[src/rtl/lsu_pkg.sv]
// Shared definitions for the load/store unit: funct3 codes, one-hot state
// encoding and the load-data extension helper.
package lsu_pkg;

    localparam logic [2:0] F3_B  = 3'b000;
    localparam logic [2:0] F3_H  = 3'b001;
    localparam logic [2:0] F3_W  = 3'b010;
    localparam logic [2:0] F3_BU = 3'b100;
    localparam logic [2:0] F3_HU = 3'b101;

    typedef enum logic [2:0] {
        S_IDLE = 3'b001,
        S_BUS  = 3'b010,
        S_DONE = 3'b100
    } lsu_state_t;

    function automatic logic [31:0] lsu_extend(input logic [2:0] funct3,
                                               input logic [31:0] value);
        logic [31:0] res;
        case (funct3)
            F3_B:    res = {{24{value[7]}}, value[7:0]};
            F3_BU:   res = {24'd0, value[7:0]};
            F3_H:    res = {{16{value[15]}}, value[15:0]};
            F3_HU:   res = {16'd0, value[15:0]};
            default: res = value;
        endcase
        return res;
    endfunction

endpackage

[src/rtl/load_store_unit.sv]
// Turns one RV32E load/store into a single mem_bus transaction, with
// alignment/range checking and a one-cycle completion pulse.
module load_store_unit
    import lsu_pkg::*;
#(
    parameter int ADDRESS_SIZE = 18
) (
    input  logic                    clk,
    input  logic                    rst_n,
    input  logic                    cpu_valid,
    input  logic                    cpu_write,
    input  logic [2:0]              cpu_funct3,
    input  logic [31:0]             cpu_addr,
    input  logic [31:0]             cpu_wdata,
    output logic                    cpu_ready,
    output logic                    cpu_done,
    output logic                    cpu_err,
    output logic [31:0]             cpu_rdata,
    output logic [ADDRESS_SIZE-1:0] target_address,
    output logic [2:0]              num_bytes,
    output logic                    is_write,
    output logic [31:0]             write_value,
    output logic                    start_request,
    input  logic                    request_done,
    input  logic [31:0]             fetched_value,
    output lsu_state_t              dbg_state
);

    // Handshake: a request is taken on a clock edge where cpu_valid and
    // cpu_ready are both high; the CPU holds it stable until then. On the
    // bus side start_request is a level held until the edge that sees
    // request_done, and is always low for at least one cycle afterwards.

    lsu_state_t  state;
    logic [2:0]  op_funct3;
    logic [2:0]  req_size;
    logic        req_legal;

    assign cpu_ready = (state == S_IDLE);
    assign dbg_state = state;

    always_comb begin
        req_size  = 3'd0;
        req_legal = 1'b1;
        case (cpu_funct3)
            F3_B, F3_BU: req_size = 3'd1;
            F3_H, F3_HU: req_size = 3'd2;
            F3_W:        req_size = 3'd4;
            default:     req_legal = 1'b0;
        endcase
        if ((cpu_funct3 == F3_H || cpu_funct3 == F3_HU) && cpu_addr[0])
            req_legal = 1'b0;
        if (cpu_funct3 == F3_W && cpu_addr[1:0] != 2'b00)
            req_legal = 1'b0;
        // Unsigned variants have no meaning for stores.
        if (cpu_write && (cpu_funct3 == F3_BU || cpu_funct3 == F3_HU))
            req_legal = 1'b0;
        if (cpu_addr[31:ADDRESS_SIZE] != '0)
            req_legal = 1'b0;
    end

    always_ff @(posedge clk) begin
        if (!rst_n) begin
            state          <= S_IDLE;
            op_funct3      <= 3'd0;
            cpu_done       <= 1'b0;
            cpu_err        <= 1'b0;
            cpu_rdata      <= 32'd0;
            target_address <= '0;
            num_bytes      <= 3'd0;
            is_write       <= 1'b0;
            write_value    <= 32'd0;
            start_request  <= 1'b0;
        end else begin
            cpu_done <= 1'b0;
            case (state)
                S_IDLE: begin
                    if (cpu_valid) begin
                        if (req_legal) begin
                            target_address <= cpu_addr[ADDRESS_SIZE-1:0];
                            num_bytes      <= req_size;
                            is_write       <= cpu_write;
                            write_value    <= cpu_wdata;
                            op_funct3      <= cpu_funct3;
                            start_request  <= 1'b1;
                            state          <= S_BUS;
                        end else begin
                            // Bus outputs are left untouched on a rejected request.
                            cpu_err  <= 1'b1;
                            cpu_done <= 1'b1;
                            state    <= S_DONE;
                        end
                    end
                end
                S_BUS: begin
                    if (request_done) begin
                        cpu_rdata     <= is_write ? 32'd0 : lsu_extend(op_funct3, fetched_value);
                        cpu_err       <= 1'b0;
                        cpu_done      <= 1'b1;
                        start_request <= 1'b0;
                        state         <= S_DONE;
                    end
                end
                S_DONE: state <= S_IDLE;
                default: state <= S_IDLE;
            endcase
        end
    end

endmodule

[config.mk]
export PLATFORM = sky130hd
export DESIGN_NAME = load_store_unit
export DESIGN_NICKNAME = d
export VERILOG_FILES = /design/src/rtl/lsu_pkg.sv /design/src/rtl/load_store_unit.sv
export SDC_FILE = /design/constraint.sdc
export NUM_CORES = 1
export LEC_CHECK = 0
export CORE_ASPECT_RATIO = 1.5
export CORE_MARGIN = 5
export CORE_UTILIZATION = 25
export CTS_CLUSTER_DIAMETER = 200
export DETAILED_ROUTE_END_ITERATION = 8
export DONT_BUFFER_PORTS = 1
export SLEW_MARGIN = 0
export SYNTH_ARGS = -nofsm -noshare
export SYNTH_HDL_FRONTEND = slang
export SYNTH_SLANG_ARGS = --single-unit
[constraint.sdc]
create_clock -name clk -period 3.2 [get_ports clk]
set_input_delay 0.64 -clock clk [delete_from_list [all_inputs] [get_ports clk]]
set_output_delay 0.64 -clock clk [all_outputs]
set_load 0.005 [all_outputs]
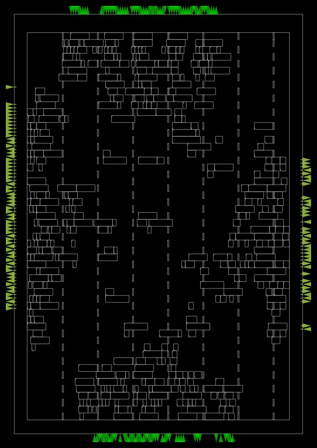
(images/final_placement.png)
Row Count: 56
Core ar.: 15700 um2
final core utilization: 0.283

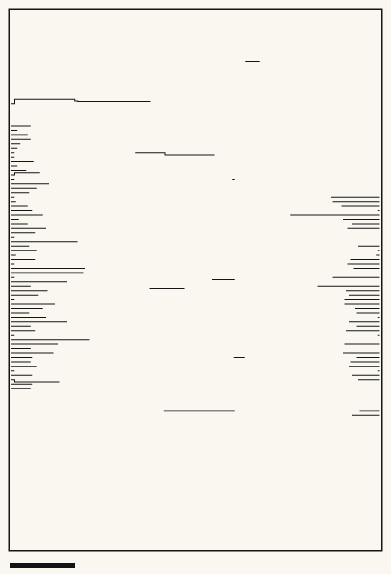
(images/met3.png)
The bar under the picture is 20 um long.
main direction	horizontal
share of all routed wire	7.9%

==> metrics.cfg <==
[status]
status = complete, no violations

[detailed_routing]
routed-wl-met3_um = 852
wl_um = 10800

[placement]
hpwl_um = 7750
gp_congestion = 0.685

[layout]
area_delta_synth_final_pct = 11.0
antenna-diode-count = 0
final_cell_mix = nand2_1, dfxtp_1, mux2i_1
fin_nets = 527

[global_route]
track_usage = 0.111
antenna_found_initial = 0

[setup_path]
cp.required_ns = 3.46
startpoint = op_funct3[0]$_SDFFE_PN0P_

[pwr]
power_frac_seq = 0.508
p_int_mw = 1.83
p_leak_nw = 1.40

[final_timing]
fin_crit_sh = 0.665
slew_headroom = 0.189

[synthesis]
postSynthSeqShare = 0.475
syn_area_per_cell_um2 = 9.04
topCellsByArea = dfxtp_1, mux2i_1, nand2_1, a32oi_1, nand2b_1

[floorplan]
die_h_um = 165

[job]
maxCapViolCount = 0

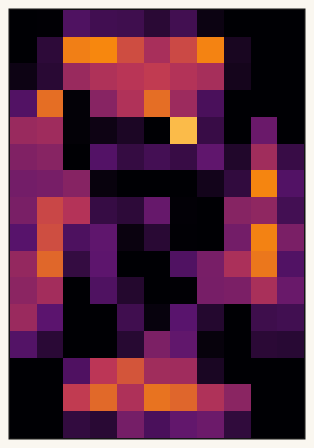
(images/density.png)
The die is cut into 11 by 16 equal tiles; black is low, pale yellow is high, 0 to 100% covered.
fullest tile	85%
densest ninth of the die	north
nearly empty tiles	29%
tiles over 75% full	0.60%
mean over tiles	22%
Floorplan Utilization: 0.255

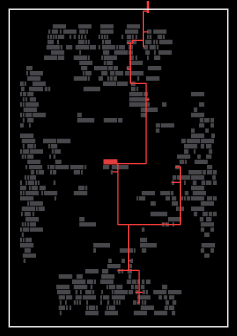
(images/port_nets.png)
port	colour	direction	end cells	wire
is_write	red	output	1	289 um

==> worst paths after layout <==
path | end | slack [ns] | cells after the start
worst max-delay path | cpu_rdata[21]$_SDFFE_PN0P_ | 1.07 | 4
worst min-delay path | dbg_state[0]$_SDFFE_PN1P_ | 0.42 | 1
worst max register to register | cpu_rdata[21]$_SDFFE_PN0P_ | 1.07 | 4
worst min register to register | cpu_rdata[3]$_SDFFE_PN0P_ | 0.47 | 2
==> power groups by stage <==
stage                     sequential (mW)  clock, mW  combinational [mW]
after floorplan                      1.22          0              0.0610
after global placement               1.22          0              0.0463
after detailed placement             1.22          0              0.0479
after CTS                            1.19       1.16              0.0480
after global routing                 1.19       1.21              0.0535
final                                1.19       1.11              0.0466
==> logic make-up after synthesis <==
family                 share of synthesized area
AND/OR/NAND/NOR                            0.238
buffers and inverters                     0.0406
multiplexers                               0.145
flip-flops                                 0.475
AND-OR/OR-AND                              0.101
==> registers in the layout, indices dropped and copies added (netlist names) <==
name / flops
start_request: 1
op_funct3: 3
cpu_done: 1
cpu_err: 1
target_address: 18
is_write: 1
cpu_rdata: 32
num_bytes: 3
dbg_state: 3
write_value: 32
==> final cells by class <==
| cell class | instances | area (um2) |
|---|---|---|
| Timing Repair Buffer | 3 | 35.0 |
| Tap cell | 203 | 254 |
| Clock inverter | 7 | 80.1 |
| Inverter | 1 | 3.75 |
| Multi-Input combinational cell | 313 | 1940 |
| Sequential cell | 95 | 1900 |
| Clock buffer | 9 | 225 |
| Fill cell | 1668 | 11300 |
==> per-stage QoR <==
step / setup WS (ns) / power (mW)
after detailed placement: 0.953 / 1.27
after floorplan: 1.20 / 1.28
after global routing: 0.681 / 2.46
after CTS: 0.994 / 2.40
final: 1.07 / 2.34
after global placement: 0.988 / 1.26
==> Yosys cell counts <==
cell and instances:
nor2b_1 16, o21a_1 10, nor4b_2 1, nand3b_1 11
a221oi_1 1, and2_1 9, dfxtp_1 95, nand2_1 129
buf_6 2, nor3b_1 1, a32oi_1 16, buf_1 3
or3_1 1, nor2_1 5, buf_2 1, o21ai_0 18
and4bb_1 1, nor4_4 1, a21boi_1 8, o21bai_1 1
nor4_1 5, clkbuf_1 24, a21boi_0 3, inv_1 1
nand2b_1 16, mux2i_1 58, nand4_1 1, nand4bb_1 1
buf_4 4
==> worst max-delay path, cell delays in order (launching register included) <==
cell	delay (ns)
dfxtp_1	0.59
mux2i_1	0.13
o21bai_1	0.95
a32oi_1	0.22
nor2b_1	0.16
==> routing by layer <==
layer | GRT usage | vias up
li1 | - | 1456
met1 | 0.115 | 1376
met2 | 0.205 | 110
met3 | 0.0392 | 6
met4 | 0.0361 | 0
met5 | 0 | -
Power figures rest on the tool's default switching activity, not on a simulated workload.
